`src/rtl/loom_clk_ctrl_pkg.sv`:
```
// loom_clk_ctrl_pkg: shared opcodes, halt causes and controller states
// for the emulation clock controller.
package loom_clk_ctrl_pkg;

    localparam int OpW    = 3;
    localparam int CauseW = 2;

    typedef enum logic [OpW-1:0] {
        OP_NOP  = 3'd0,
        OP_RUN  = 3'd1,
        OP_STOP = 3'd2,
        OP_STEP = 3'd3,
        OP_CLR  = 3'd4
    } op_e;

    typedef enum logic [CauseW-1:0] {
        CAUSE_NONE  = 2'd0,
        CAUSE_HOST  = 2'd1,
        CAUSE_STEP  = 2'd2,
        CAUSE_BREAK = 2'd3
    } cause_e;

    typedef enum logic [1:0] {
        ST_HALTED = 2'd0,
        ST_RUN    = 2'd1,
        ST_STEP   = 2'd2
    } state_e;

endpackage

```
`src/rtl/loom_clk_gate.sv`:
```
// loom_clk_gate: latch-based glitch-free clock gate; the enable is
// captured while clk_in is low so clk_out never produces a runt pulse.
module loom_clk_gate (
    input  logic clk_in,
    input  logic ce,
    output logic clk_out
);

    logic en_l;

    always_latch begin
        if (!clk_in) begin
            en_l = ce;
        end
    end

    assign clk_out = clk_in & en_l;

endmodule

```
`src/rtl/loom_clk_ctrl.sv`:
```
// loom_clk_ctrl: run/stop/step sequencer for the emulated design clock,
// with breakpoint halt, halt-cause reporting and a gated-edge counter.
module loom_clk_ctrl
    import loom_clk_ctrl_pkg::*;
#(
    parameter int StepW  = 32,
    parameter int CycleW = 64
) (
    input  logic              clk_i,
    input  logic              rst_ni,
    input  logic              cmd_valid_i,
    output logic              cmd_ready_o,
    input  logic [OpW-1:0]    cmd_op_i,
    input  logic [StepW-1:0]  cmd_arg_i,
    input  logic              stop_req_i,
    output logic              clk_gated_o,
    output logic              ce_o,
    output logic              running_o,
    output logic              done_o,
    output logic              cmd_err_o,
    output logic [CauseW-1:0] halt_cause_o,
    output logic [StepW-1:0]  step_left_o,
    output logic [CycleW-1:0] cycle_cnt_o
);

    state_e             state_q, state_d;
    cause_e             cause_q, cause_d;
    logic [StepW-1:0]   left_q, left_d;
    logic [CycleW-1:0]  cnt_q, cnt_d;
    logic               ce_q;
    logic               done_q, done_d;
    logic               err_q, err_d;

    logic is_run, is_stop, is_step, is_clr, illegal;

    assign is_run  = cmd_valid_i && (cmd_op_i == OP_RUN);
    assign is_stop = cmd_valid_i && (cmd_op_i == OP_STOP);
    assign is_step = cmd_valid_i && (cmd_op_i == OP_STEP);
    assign is_clr  = cmd_valid_i && (cmd_op_i == OP_CLR);
    assign illegal = cmd_valid_i && (cmd_op_i > OP_CLR);

    always_comb begin
        state_d = state_q;
        cause_d = cause_q;
        left_d  = left_q;
        done_d  = 1'b0;
        err_d   = illegal || (is_step && (state_q != ST_HALTED));
        cnt_d   = cnt_q + CycleW'(ce_q);
        if (is_clr) begin
            cnt_d = '0;
        end

        unique case (state_q)
            ST_HALTED: begin
                if (is_run) begin
                    state_d = ST_RUN;
                end else if (is_step && (cmd_arg_i != '0)) begin
                    state_d = ST_STEP;
                    left_d  = cmd_arg_i;
                end else if (is_step) begin
                    done_d  = 1'b1;
                    cause_d = CAUSE_STEP;
                end
            end
            ST_RUN: begin
                if (stop_req_i) begin
                    state_d = ST_HALTED;
                    cause_d = CAUSE_BREAK;
                end else if (is_stop) begin
                    state_d = ST_HALTED;
                    cause_d = CAUSE_HOST;
                end
            end
            ST_STEP: begin
                // Every STEP cycle delivers an edge, so the count always moves.
                left_d = left_q - StepW'(1);
                if (stop_req_i) begin
                    state_d = ST_HALTED;
                    cause_d = CAUSE_BREAK;
                end else if (is_stop) begin
                    state_d = ST_HALTED;
                    cause_d = CAUSE_HOST;
                    left_d  = '0;
                end else if (is_run) begin
                    state_d = ST_RUN;
                    left_d  = '0;
                end else if (left_q == StepW'(1)) begin
                    state_d = ST_HALTED;
                    cause_d = CAUSE_STEP;
                end
            end
            default: begin
                state_d = ST_HALTED;
            end
        endcase

        if ((state_q != ST_HALTED) && (state_d == ST_HALTED)) begin
            done_d = 1'b1;
        end
    end

    always_ff @(posedge clk_i or negedge rst_ni) begin
        if (!rst_ni) begin
            state_q <= ST_HALTED;
            cause_q <= CAUSE_NONE;
            left_q  <= '0;
            cnt_q   <= '0;
            ce_q    <= 1'b0;
            done_q  <= 1'b0;
            err_q   <= 1'b0;
        end else begin
            state_q <= state_d;
            cause_q <= cause_d;
            left_q  <= left_d;
            cnt_q   <= cnt_d;
            ce_q    <= (state_d != ST_HALTED);
            done_q  <= done_d;
            err_q   <= err_d;
        end
    end

    assign cmd_ready_o  = 1'b1;
    assign ce_o         = ce_q;
    assign running_o    = (state_q != ST_HALTED);
    assign done_o       = done_q;
    assign cmd_err_o    = err_q;
    assign halt_cause_o = cause_q;
    assign step_left_o  = left_q;
    assign cycle_cnt_o  = cnt_q;

    loom_clk_gate u_gate (
        .clk_in  (clk_i),
        .ce      (ce_q),
        .clk_out (clk_gated_o)
    );

endmodule
```
`config.mk`:
```
export PLATFORM = sky130hd
export DESIGN_NAME = loom_clk_ctrl
export DESIGN_NICKNAME = d
export VERILOG_FILES = /design/src/rtl/loom_clk_ctrl_pkg.sv /design/src/rtl/loom_clk_gate.sv /design/src/rtl/loom_clk_ctrl.sv
export SDC_FILE = /design/constraint.sdc
export NUM_CORES = 1
export LEC_CHECK = 0
export CAP_MARGIN = 20
export CORE_MARGIN = 10
export CORE_UTILIZATION = 50
export CTS_CLUSTER_DIAMETER = 120
export CTS_CLUSTER_SIZE = 8
export DETAILED_ROUTE_END_ITERATION = 16
export PLACE_DENSITY_LB_ADDON = 0.08
export REMOVE_ABC_BUFFERS = 1
export SYNTH_ARGS = -nofsm -noshare
export SYNTH_HDL_FRONTEND = slang
export SYNTH_HIERARCHICAL = 1
export SYNTH_SLANG_ARGS = --single-unit
```
`constraint.sdc`:
```
create_clock -name clk_i -period 3.36 [get_ports clk_i]
set_input_delay 0.672 -clock clk_i [delete_from_list [all_inputs] [get_ports clk_i]]
set_output_delay 0.672 -clock clk_i [all_outputs]
set_load 0.005 [all_outputs]
```
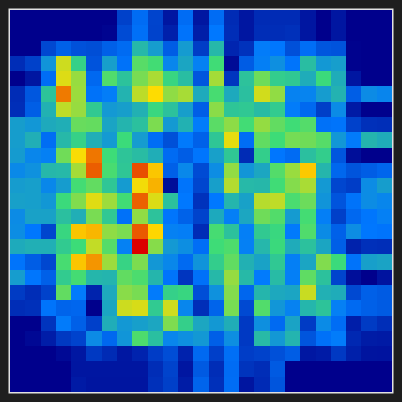
Fig. 1. Wire density map.
(3 px per um) The die is cut into 25 by 25 equal tiles; dark blue is low, red is high, scaled to the fullest tile. Values are wire area over tile area, all layers added.
18% of the tiles are over half the peak. The densest ninth of the die: west. 11% of the tiles are nearly empty. The mean over all tiles is 0.17. The fullest tile reaches 0.59.
Routed WL: 17,200 um
GRT Total Usage: 21.4%
via count: 5,703
Avg WL per Cell: 18.1 um

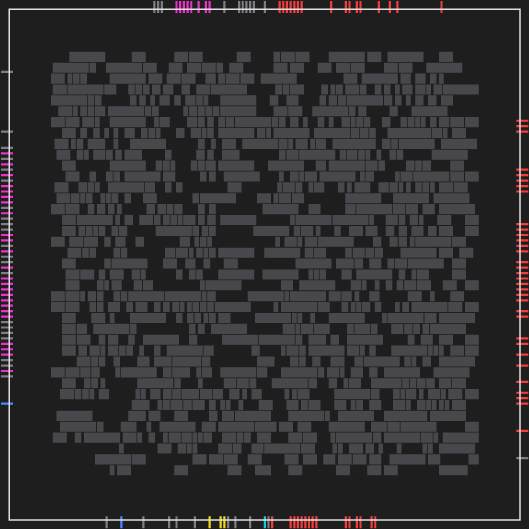
Fig. 2. Pin map.
(4 px per um) Pins as bars across the die edge, other pins in grey.
`cmd_arg_i`: marked magenta, pins 32, direction input, edge 24 west, 8 north. `clk_gated_o`: marked cyan, pins 1, direction output, edge south. `cycle_cnt_o`: marked red, pins 64, direction output, edge 33 east, 16 north, 15 south. `cmd_op_i`: marked yellow, pins 3, direction input, edge south. `halt_cause_o`: marked blue, pins 2, direction output, edge 1 west, 1 south.
All pins by edge: 46 west, 34 north, 34 east, 29 south.
Die H: 127 um
IO Port Bufs: 141
Die W: 127 um

==> results_slide.txt <==
Synthesis and Place & Route Summary

Logic synthesis
  – Top cells by count, synth: 103 x dfrtp_1, 80 x nor2_1, 75 x o21ai_0
  – Post-synthesis mux area share: 0.369%
  – Top cells by area, synth: dfrtp_1 45%, o21ai_0 6.5%, nor2_1 5.2%
  – Synth Instances: 659
  – Post-synth cell types: 52
  – Compound Share, Synth: 15.3%
  – Synth Warn #: 6
  – Async SR Flop Fraction: 99.0%
  – Top-count cell post-synth: dfrtp_1
  – Synth Area in Adders: 1.74%
  – Mapped cell area: 0.00576 mm^2

Worst setup path
  – Top delay family on crit path: latches
  – CP max FO: 1
  – RR Startpoint: ce_o
  – CP Capture Type: output port

Finish
  – Nets: 850
  – Clk cell area share: 5.51%
  – Leading cell kind: multi-input combinational cells
  – Signal buffers: 157
  – Finished Layout Cells: 951
  – CLK BUF: 13

Global route
  – Number of global-route vias before repair: 5,655
  – Met3 GRT Util: 8.77%
  – Global-route wire length before repair: 28,600 um
  – Grt ovf: 0

Routing
  – Met3 wire length: 1470 um
  – Initial DRC count: 589
  – Metal1 wirelength: 6830 um

Status
  – Violated checks: setup timing
  – Status: finished, violations left

Pwr
  – Power Total: 5010 uW
  – Logic pwr share: 34.9%
  – Pleak: 0.00323 uW

Clock network
  – Post CTS Setup Buffer Count: 0
  – Clk slew on worst S/H paths: 0.06 ns

STA
  – Final setup fails: 2
  – Post-route setup TNS: -0.0929 ns
  – Worst Setup Slack, final: -0.0929 ns
  – RSZ-0062 raised after global routing: yes
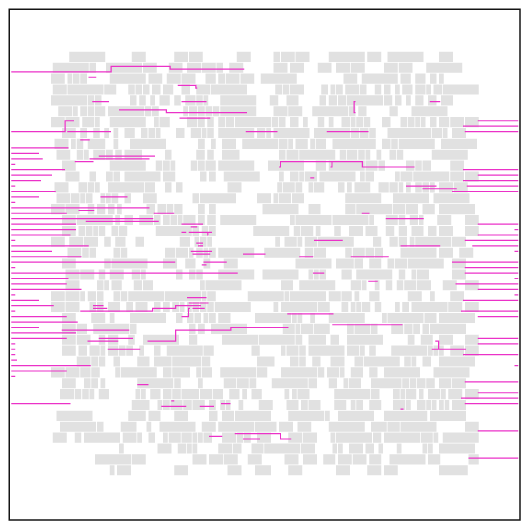
Fig. 3. Met3 routing.
(4 px per um)
The layer holds 8.6% of the routed length. The layer carries 1,470 um of wire. 126 nets have wire on it. The longest straight run is 56.4 um. The wires run mostly horizontal.

-- how the worst min path moves through the flow --
stage / endpoint / slack (ns) / cells after the start
6_report: cycle_cnt_o[15] / 0.24 / 1
5_1_grt: cycle_cnt_o[20] / 0.29 / 1
4_1_cts: cycle_cnt_o[20] / 0.27 / 1
3_5_place_dp: u_gate/en_l / 0.50 / 0
3_3_place_gp: halt_cause_o[1] / 0.50 / 1
2_1_floorplan: ce_o / 0.38 / 0
-- flip-flops by register name, indices dropped and copies added, names as in the netlist --
name	flops
cmd_err_o	1
u_gate/en_l	1
done_o	1
step_left_o	32
cycle_cnt_o	64
state_q	2
halt_cause_o	2
ce_o	1
-- timing repair --
item,CTS,global route
resized,4,2
setup endpoints to repair,2,2
endpoints found under the hold margin,0,0
Power is estimated from default activity; no workload was simulated.
